<file path="src/rtl/alu_arbiter.sv">
// alu_arbiter: two requesters share one ALU. One operation is in flight at a time.
//
// Handshakes follow strict valid/ready semantics. A transfer happens on a rising
// edge where valid and ready are both high. A requester holds valid and its
// operands stable until it sees ready. reqX_ready is combinational from the
// valids and is never high unless the matching valid is high. The consumer may
// assert rsp_ready at any time. rsp_id/result/carry/err hold their values while
// rsp_valid is high and rsp_ready is low.
//
// Ports:
//   clk, rst                    clock, synchronous active-high reset
//   req0_*/req1_*               valid, ready, operands a/b (N bits), op (4 bits)
//   rsp_valid, rsp_ready        response handshake
//   rsp_id                      requester that owns the response
//   rsp_result (2N)             zero-extended result; full product for mul
//   rsp_carry, rsp_err          add carry / sub borrow; div-by-zero or bad opcode
//   busy                        FSM is not in IDLE
//   state_dbg                   current FSM state (debug visibility)

module alu #(
  parameter int N = 4
) (
  input  logic [3:0]     op,
  input  logic [N-1:0]   a,
  input  logic [N-1:0]   b,
  output logic [2*N-1:0] result,
  output logic           carry,
  output logic           err
);
  logic [N:0] sum;
  logic [N:0] diff;

  assign sum  = {1'b0, a} + {1'b0, b};
  // Bit N of the extended difference is set exactly when a < b (borrow).
  assign diff = {1'b0, a} - {1'b0, b};

  always_comb begin
    result = '0;
    carry  = 1'b0;
    err    = 1'b0;
    case (op)
      4'd0: begin result = {{N{1'b0}}, sum[N-1:0]};  carry = sum[N];  end
      4'd1: begin result = {{N{1'b0}}, diff[N-1:0]}; carry = diff[N]; end
      4'd2: result = {{N{1'b0}}, a} * {{N{1'b0}}, b};
      4'd3: begin
        if (b == '0) begin
          result = {{N{1'b0}}, {N{1'b1}}};
          err    = 1'b1;
        end else begin
          result = {{N{1'b0}}, a / b};
        end
      end
      4'd4: begin
        if (b == '0) begin
          result = {{N{1'b0}}, {N{1'b1}}};
          err    = 1'b1;
        end else begin
          result = {{N{1'b0}}, a % b};
        end
      end
      4'd5: result = {{N{1'b0}}, a & b};
      4'd6: result = {{N{1'b0}}, a | b};
      4'd7: result = {{N{1'b0}}, a ^ b};
      4'd8: result = {{N{1'b0}}, a[N-2:0], 1'b0};
      default: err = 1'b1;
    endcase
  end
endmodule

module alu_arbiter #(
  parameter int N = 4
) (
  input  logic           clk,
  input  logic           rst,
  input  logic           req0_valid,
  output logic           req0_ready,
  input  logic [N-1:0]   req0_a,
  input  logic [N-1:0]   req0_b,
  input  logic [3:0]     req0_op,
  input  logic           req1_valid,
  output logic           req1_ready,
  input  logic [N-1:0]   req1_a,
  input  logic [N-1:0]   req1_b,
  input  logic [3:0]     req1_op,
  output logic           rsp_valid,
  input  logic           rsp_ready,
  output logic           rsp_id,
  output logic [2*N-1:0] rsp_result,
  output logic           rsp_carry,
  output logic           rsp_err,
  output logic           busy,
  output logic [1:0]     state_dbg
);
  typedef enum logic [1:0] {
    IDLE = 2'd0,
    EXEC = 2'd1,
    RESP = 2'd2
  } state_t;

  state_t state, state_nx;

  // 1 means requester 1 was granted most recently. The reset value lets
  // requester 0 win the first tie.
  logic           last_grant;
  logic           grant0, grant1;
  logic [N-1:0]   a_q, b_q;
  logic [3:0]     op_q;
  logic           id_q;
  logic [2*N-1:0] alu_result;
  logic           alu_carry, alu_err;

  alu #(.N(N)) u_alu (
    .op     (op_q),
    .a      (a_q),
    .b      (b_q),
    .result (alu_result),
    .carry  (alu_carry),
    .err    (alu_err)
  );

  always_comb begin
    state_nx = state;
    grant0   = 1'b0;
    grant1   = 1'b0;
    case (state)
      IDLE: begin
        if (!rst) begin
          // A lone requester always wins. On a tie, grant the one not granted last.
          if (req0_valid && (!req1_valid || last_grant)) begin
            grant0 = 1'b1;
          end else if (req1_valid) begin
            grant1 = 1'b1;
          end
          if (grant0 || grant1) state_nx = EXEC;
        end
      end
      EXEC:    state_nx = RESP;
      RESP:    if (rsp_ready) state_nx = IDLE;
      default: state_nx = IDLE;
    endcase
  end

  always_ff @(posedge clk) begin
    if (rst) begin
      state      <= IDLE;
      last_grant <= 1'b1;
      a_q        <= '0;
      b_q        <= '0;
      op_q       <= '0;
      id_q       <= 1'b0;
      rsp_result <= '0;
      rsp_carry  <= 1'b0;
      rsp_err    <= 1'b0;
    end else begin
      state <= state_nx;
      // A grant is only issued for a valid requester, so a grant is a completed handshake.
      if (grant0 || grant1) begin
        a_q        <= grant1 ? req1_a  : req0_a;
        b_q        <= grant1 ? req1_b  : req0_b;
        op_q       <= grant1 ? req1_op : req0_op;
        id_q       <= grant1;
        last_grant <= grant1;
      end
      if (state == EXEC) begin
        rsp_result <= alu_result;
        rsp_carry  <= alu_carry;
        rsp_err    <= alu_err;
      end
    end
  end

  assign req0_ready = grant0;
  assign req1_ready = grant1;
  assign rsp_valid  = (state == RESP);
  assign rsp_id     = id_q;
  assign busy       = (state != IDLE);
  assign state_dbg  = state;
endmodule

</file>
<file path="config.mk">
export PLATFORM = sky130hd
export DESIGN_NAME = alu_arbiter
export DESIGN_NICKNAME = d
export VERILOG_FILES = /design/src/rtl/alu_arbiter.sv
export SDC_FILE = /design/constraint.sdc
export NUM_CORES = 1
export LEC_CHECK = 0
export ABC_AREA = 0
export ABC_CLOCK_PERIOD_IN_PS = 9000
export CORE_ASPECT_RATIO = 1.5
export CORE_MARGIN = 2
export CORE_UTILIZATION = 30
export CTS_BUF_LIST = sky130_fd_sc_hd__clkbuf_8 sky130_fd_sc_hd__clkbuf_16
export DETAILED_ROUTE_END_ITERATION = 8
export HOLD_SLACK_MARGIN = 0.12
export PLACE_DENSITY_LB_ADDON = 0.12
export SKIP_LAST_GASP = 1
export SYNTH_ARGS = -nofsm -noshare
export SYNTH_HDL_FRONTEND = slang
export SYNTH_SLANG_ARGS = --single-unit
</file>
<file path="constraint.sdc">
create_clock -name clk -period 9 [get_ports clk]
set_input_delay 1.8 -clock clk [delete_from_list [all_inputs] [get_ports clk]]
set_output_delay 1.8 -clock clk [all_outputs]
set_load 0.01 [all_outputs]
</file>
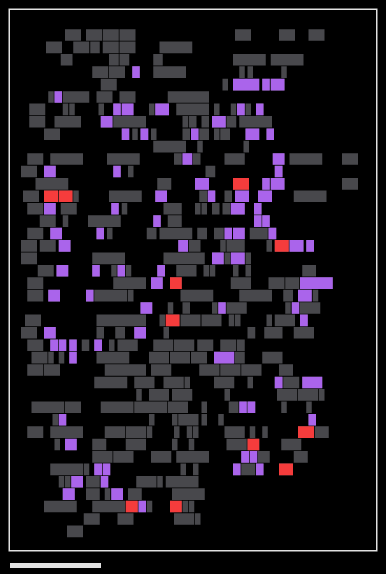
Run 1: logic cells by family
Scale bar: 20 um.
legend:
  aoi and oai cells:
    colour: purple
    cells: 86
  non-inverting ao/oa cells:
    colour: red
    cells: 11

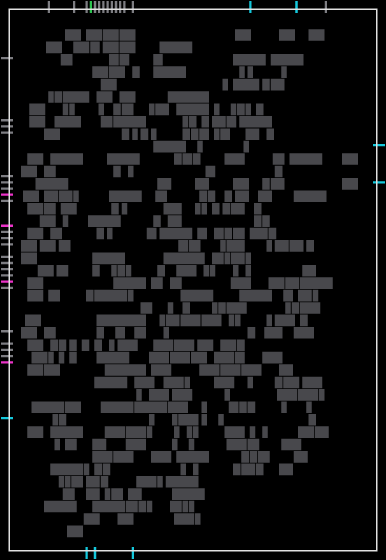
Run 1: pin map
Pins as bars across the die edge, other pins in grey.
legend:
  req1_a:
    colour: magenta
    pins: 4
    direction: input
    edge: left
  rsp_result:
    colour: cyan
    pins: 8
    direction: output
    edge: 3 bottom, 2 right, 2 top, 1 left
  busy:
    colour: green
    pins: 1
    direction: output
    edge: top
all pins by edge: 25 left, 16 top, 3 bottom, 2 right

==> impl_metrics.py, run 1 <==
# Physical implementation metrics
metrics = {
    "placement": {
        "dp.final_hpwl_um": 5710,
        "numPortBuffers": 45,
    },
    "layout": {
        "nNetsFinal": 428,
        "area_growth_pct": 23.3,
        "nFillCells": 924,
        "seq_area_sq_um": 520,
        "drive_above_1_share_pct": 7.06,
        "logic_area_sq_mm": 0.00191,
    },
    "drt": {
        "post_drt_wl_per_cell_um": 15.3,
        "drt-initial-drc-count": 159,
        "via_count": 2373,
        "drtPass1Iterations": 4,
        "postRouteAntennaNets": 0,
        "drc_errors": 0,
        "postRouteWirelength_um": 7040,
    },
    "final_timing": {
        "maxSlewHeadroom_pct": 27.9,
        "tightestPinTransition_ps": 1070,
        "min_period_ps": 5500,
        "tns_ps": 0,
        "drv_slew": 0,
        "setup_viol": 0,
        "finalHoldViolations": 0,
        "rsz0062_at_grt": "false",
        "fmax_ghz": 0.182,
        "fin_crit_sh_pct": 61.1,
    },
    "cts": {
        "clkSinkCount": 26,
        "insertion_delay_ps": 270,
        "clk_pin_slew_ps": 70,
        "cts_htree_levels": 1,
        "cts_buffer_depth": 2,
    },
    "worst_setup_path": {
        "cp.buffers_inverters": 3,
        "cp_top_family": "buffers and inverters",
        "path_class": "in -> out",
        "cpPeakStageDelay_ps": 660,
        "crit_required_ps": 7200,
        "endpoint_kind": "primary output",
        "cp.arrival_ps": 3700,
        "slowest_stage": "clkdlybuf4s50_1",
        "path_common_cell": "clkdlybuf4s50_1",
        "rrSetupSlack_ps": 3970,
    },
    "logic_synthesis": {
        "yosysTopAreaCell": "dfxtp_1",
        "top_area_share_pct": 19.9,
        "yosys_warnings": 0,
        "async_flop_share_pct": 0,
        "synth.distinct_cells": 60,
        "synthFlopType": "dfxtp_1",
        "synth_seq_share_pct": 19.9,
        "yosysChipArea_sq_mm": 0.00262,
        "ys_cells": 319,
        "syn_avg_cell_area_sq_um": 8.20,
        "fp_nets": 392,
    },
    "global_route": {
        "use_met3_pct": 1.68,
        "grt.busiest_layer": "met2",
        "use_met1_pct": 18.5,
        "grt_pass1_wl_um": 11900,
        "overflow": 0,
        "grt_usage_pct": 16.0,
        "grt_pass1_vias": 2445,
    },
    "power": {
        "leakage_uw": 0.00134,
        "p_per_area_mw_per_mm2": 154,
        "total_power_uw": 496,
        "ir_drop_uv": 79.0,
    },
    "die": {
        "die_w_um": 80.2,
        "io_pins": 46,
        "row_count": 41,
    },
    "job": {
        "warnings": 38,
        "cap_violations": 0,
    },
    "outcome": {
        "status": "finished, final reports clean",
    },
    "min_path": {
        "worst_hold_path_type": "reg -> reg",
    },
}
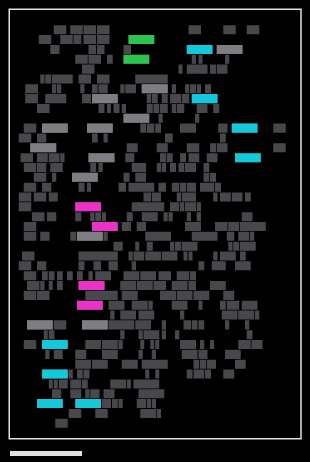
Run 1: sequential cells grouped by signal name
Scale bar: 20 um. Other sequential cells in the stronger grey, the rest of the logic in the fainter grey.
legend:
  rsp_result:
    colour: cyan
    placed_flops: 8
    where: all over the die
  b_q:
    colour: magenta
    placed_flops: 4
    where: left middle
  state_dbg:
    colour: green
    placed_flops: 2

==> run 1: cell families after synthesis <==
family	Yosys count	share of synthesized area, %
AND/OR/NAND/NOR	93	18.2
flip-flops	26	19.9
buffers and inverters	42	7.22
multiplexers	8	3.25
XOR/XNOR	9	3.01
AND-OR/OR-AND	97	25.4
adder cells (fa/ha/maj)	44	23.1
==> run 1: path summary, 6_finish.rpt <==
check / from / to / depth (start not counted)
setup reg to reg: b_q[0] / rsp_result[0] / 20
hold / removal: rsp_err / rsp_err / 2
setup / recovery: rst / req1_ready / 4
hold reg to reg: rsp_err / rsp_err / 2
==> run 1: cells in the final DEF, fill, tap and decap left out, types with 4 or more instances in the layout <==
cell,Yosys,layout
a211oi_1,4,4
a22oi_1,14,14
nand2_1,26,26
xnor2_1,6,6
nand2b_1,4,4
nor3_1,12,12
inv_1,27,27
nor2_1,28,28
a21oi_1,30,30
dfxtp_1,26,26
fa_1,7,7
mux2i_1,4,4
o21ai_0,15,15
clkdlybuf4s50_1,0,45
ha_1,37,37
==> run 1: per-stage QoR <==
stage          setup WS, ps  hold slack (ps)  util (%)  cell area (sq um)
2_1_floorplan          4550              453         -               2620
3_3_place_gp           3500              461      36.9               3120
3_5_place_dp           3490              473      36.9               3120
4_1_cts                3480              484      38.1               3220
5_1_grt                3410              505      38.1               3220
6_report               3500              478      38.1               3220
==> run 1: routing by layer <==
layer	part of all wire, %	up-vias	routed length [um]
met2	52	60	3690
met4	2.7	0	189
met3	3.1	13	216
li1	-	1211	-
met1	42	1089	2940
met5	0	-	0
==> run 1: power by group <==
group / internal (uW) / leakage, uW / switching (uW) / total, uW
logic: 101 / 0.00107 / 120 / 221
clock network: 88.7 / 0.0000511 / 43.3 / 132
registers: 124 / 0.000212 / 18.6 / 142
==> run 1: tightest hold or removal path: cells and delay by family, from the launching register on <==
family                 cells  cell delay (ps)
AND-OR/OR-AND              1               60
flip-flops                 1              310
buffers and inverters      1               50
==> run 1: area by class of cell <==
type                       instances  share of cell area (%)
clock buffer                       3                    2.33
inverter                          27                    3.14
timing repair buffer              46                    14.2
sequential                        26                    16.1
multi-input combinational        251                    59.1
tap                              107                    4.15
clock inverter                     1                   0.931
==> run 1: sequential cells by signal, indices dropped and copies added (netlist names) <==
name	cells
rsp_result	8
b_q	4
rsp_id	1
op_q	4
rsp_err	1
rsp_carry	1
last_grant	1
a_q	4
state_dbg	2
==> run 1 -> run 2 <==
Settings changed: ABC_CLOCK_PERIOD_IN_PS 9000 to 4400.
Clock period 9 ns to 4.4 ns, I/O delays scaled along.
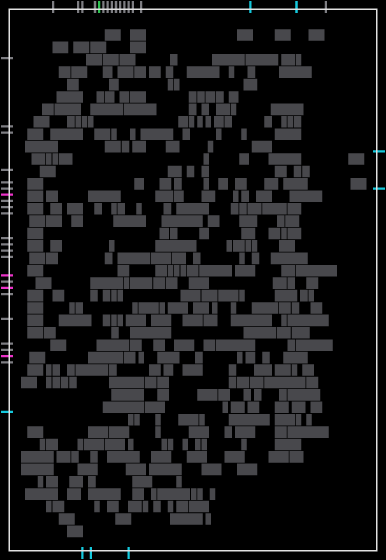
Run 2: pin map
Pins as bars across the die edge, other pins in grey.
legend:
  rsp_result:
    colour: cyan
    pins: 8
    direction: output
    edge: 3 bottom, 2 right, 2 top, 1 left
  req1_a:
    colour: magenta
    pins: 4
    direction: input
    edge: left
  busy:
    colour: green
    pins: 1
    direction: output
    edge: top
all pins by edge: 24 left, 17 top, 3 bottom, 2 right

==> run 2 against run 1 <==
Compared with the run above: synthesized area did not move; setup slack got worse by 3300 ps; register-to-register slack got worse by 3700 ps; routed wire length rose by 12%; critical path depth rose by 16; critical endpoint is now rsp_result[0].
==> impl_metrics.py, run 2 <==
# Physical implementation metrics
metrics = {
    "placement": {
        "dp_slack_ps": -90.1,
        "dp.final_hpwl_um": 6040,
        "numPortBuffers": 45,
        "dp_cells": 470,
        "globalplace.congestion": 0.850,
    },
    "power": {
        "p_per_area_mw_per_mm2": 329,
        "leakage_uw": 0.00146,
        "ir_drop_uv": 148,
    },
    "layout": {
        "drive_above_1_share_pct": 18.4,
        "final_cell_mix": "45 x clkdlybuf4s50_1, 30 x ha_1, 29 x a21oi_1, 28 x nor2_1",
        "nNetsFinal": 449,
        "finalNonFillerCells": 482,
        "n_antenna_cell": 0,
        "nFillCells": 892,
        "area_growth_pct": 36.1,
        "regMostFlops": "rsp_result",
        "layout_top_cell": "clkdlybuf4s50_1",
        "largest_reg_flops": 8,
    },
    "logic_synthesis": {
        "ys_cells": 319,
        "syn_avg_cell_area_sq_um": 8.20,
        "yosysTopAreaCell": "dfxtp_1",
        "fp_nets": 392,
        "ys.flops": 26,
        "netlist_instances": 319,
        "async_flop_share_pct": 0,
        "synthTopCellsByCount": "37 x ha_1, 30 x a21oi_1, 28 x nor2_1",
        "synth.most_common_cell": "ha_1",
        "synth_area_sq_mm": 0.00262,
        "synth.distinct_cells": 60,
        "yosys_warnings": 0,
        "yosysChipArea_sq_mm": 0.00262,
        "synth_seq_share_pct": 19.9,
        "top_area_share_pct": 19.9,
        "synthFlopType": "dfxtp_1",
        "synth-edff-count": 0,
        "synthTopCellsByArea": "dfxtp_1 20%, ha_1 18%, a21oi_1 5.7%, fa_1 5.4%, a22oi_1 4.0%",
    },
    "global_route": {
        "grt_start_max_net_pins": 28,
        "grt_usage_pct": 17.0,
        "grt_pass1_wl_um": 12700,
        "grt_pass1_vias": 2551,
        "antenna_found_initial": 0,
        "overflow": 0,
    },
    "die": {
        "die_area_sq_mm": 0.00949,
        "core_util_floorplan_pct": 30.9,
        "coreArea_sq_mm": 0.00846,
        "io_pins": 46,
        "die_h_um": 118,
        "row_count": 41,
        "die_w_um": 80.2,
    },
    "worst_setup_path": {
        "cpPeakStageDelay_ps": 450,
        "timing.rr.start": "b_q[0]",
        "path_cells": "inv_2 > ha_4 > or4b_4 > a22oi_2 > ha_4 > a21oi_2 > o21ai_1 > o21ai_1 > inv_1 > ha_4 > o21ai_4 > a211oi_4 > mux2_4 > fa_2 > a21oi_4 > a211oi_4 > buf_6 > mux2_4 > o21ai_2 > a211oi_1",
        "reg2reg_depth": 20,
        "slowest_stage": "or4b_4",
        "critPathMaxFanout": 5,
        "cp.buffers_inverters": 3,
        "endpoint_kind": "flop",
        "path_common_cell": "ha_4",
        "crit_required_ps": 4550,
        "reg2reg_to": "rsp_result[0]",
        "cp_top_family": "AND-OR/OR-AND gates",
        "cp-start-kind": "flop",
        "rrSetupSlack_ps": 230,
        "cp.arrival_ps": 4320,
        "path_class": "reg -> reg",
    },
    "min_path": {
        "hold_path_end": "rsp_err",
        "hp-start": "rsp_err",
        "worst_hold_path_type": "reg -> reg",
        "holdPathStages": 2,
    },
    "cts": {
        "cts_buffer_depth": 2,
        "insertion_delay_ps": 270,
        "cts_tree": "yes",
        "clk_pin_slew_ps": 70,
        "clkSinkCount": 26,
        "ctsHoldBuffers": 0,
        "cts-root-buf": "clkbuf_16",
        "cts_htree_levels": 1,
        "cts_buffers": 3,
    },
    "drt": {
        "vias_per_cell": 5.14,
        "drc_errors": 0,
        "postRouteAntennaNets": 0,
        "postRouteWirelength_um": 7880,
        "drt-initial-drc-count": 164,
        "drtPass1Iterations": 4,
        "via_count": 2476,
        "post_drt_wl_per_cell_um": 16.4,
    },
    "final_timing": {
        "drv_slew": 0,
        "maxSlewHeadroom_pct": 25.0,
        "finalHoldViolations": 0,
        "setup_viol": 0,
        "clock_skew_ps": 10.3,
        "tightestPinTransition_ps": 1110,
        "fmax_ghz": 0.240,
        "min_period_ps": 4170,
        "setup_ws_ps": 230,
        "fin_crit_sh_pct": 94.8,
    },
    "job": {
        "warnings": 38,
        "cap_violations": 0,
    },
    "outcome": {
        "status": "finished, final reports clean",
    },
}
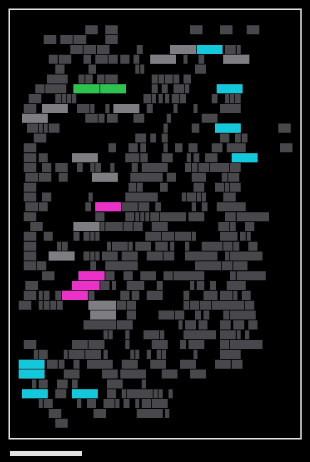
Run 2: sequential cells grouped by signal name
Scale bar: 20 um. Other sequential cells in the stronger grey, the rest of the logic in the fainter grey.
legend:
  rsp_result:
    colour: cyan
    placed_flops: 8
    where: all over the die
  state_dbg:
    colour: green
    placed_flops: 2
  b_q:
    colour: magenta
    placed_flops: 4
not coloured: 12

[run 2: cell counts after synthesis]
No cell type changed its count.
[run 2: logic make-up (layout without fill, tap and decap cells)]
| group | count (synthesis) | count (layout) | synth area share (%) |
|---|---|---|---|
| AND-OR/OR-AND | 97 | 97 | 25.4 |
| XOR/XNOR | 9 | 9 | 3.01 |
| adder cells (fa/ha/maj) | 44 | 44 | 23.1 |
| buffers and inverters | 42 | 98 | 7.22 |
| flip-flops | 26 | 26 | 19.9 |
| multiplexers | 8 | 8 | 3.25 |
| AND/OR/NAND/NOR | 93 | 93 | 18.2 |
[run 2: worst max path at each step]
stage / startpoint / to / slack [ps] / cells after the start
after global routing: b_q[0] / rsp_result[1] / -20 / 22
after global placement: b_q[0] / rsp_result[0] / 70 / 20
final: b_q[0] / rsp_result[0] / 230 / 20
after CTS: b_q[0] / rsp_result[0] / 30 / 22
after floorplan: b_q[0] / rsp_result[0] / 40 / 20
after detailed placement: b_q[0] / rsp_result[0] / -90 / 20
[run 2: repair_timing]
action,CTS,global route
pin swaps,4,12
setup endpoints to repair,3,4
gates resized,6,31
buffers inserted,2,6
hold endpoints to repair,0,0
[run 2: final cells by class]
cell class / count / area (sq um) / share of cell area (%)
timing repair buffer: 67 / 619 / 17.4
sequential: 26 / 523 / 14.7
inverter: 27 / 101 / 2.85
tap: 107 / 134 / 3.76
multi-input combinational: 251 / 2090 / 58.8
clock buffer: 4 / 88.8 / 2.50
[run 2: metrics by stage]
step	hold WS, ps	area, sq um	power, uW	TNS [ps]	utilization, %
finish	467	3560	1170	0	42.1
global route	498	3560	1250	-18.6	42.1
CTS	474	3340	1040	0	39.4
detailed placement	463	3220	783	-136	38.0
global placement	459	3220	773	0	38.0
floorplan	453	2620	625	0	-
[run 2: routing by layer]
layer | part of all wire, % | GRT usage (%) | up-vias
met2 | 54 | 30.3 | 54
met3 | 2.2 | 1.37 | 13
met1 | 42 | 21.2 | 1162
met4 | 2.2 | 5.19 | 0
met5 | 0 | 0 | -
li1 | - | - | 1247
[run 2: power breakdown]
part           total (uW)  switching, uW  internal (uW)  leakage, uW
combinational         663            328            335      0.00121
clock                 227           87.8            139    0.0000442
sequential            280           26.3            254     0.000213
total                1170            442            729      0.00146
[run 2: worst register-to-register path, stage by stage, from the launching register on]
cell and delay (ps):
dfxtp_2 320, inv_2 70, ha_4 120, or4b_4 450
a22oi_2 240, ha_4 260, a21oi_2 130, o21ai_1 60
o21ai_1 120, inv_1 100, ha_4 290, o21ai_4 70
a211oi_4 260, mux2_4 360, fa_2 410, a21oi_4 160
a211oi_4 50, buf_6 130, mux2_4 300, o21ai_2 100
a211oi_1 70
No activity file was given, so power comes from the tool's default toggle rates.
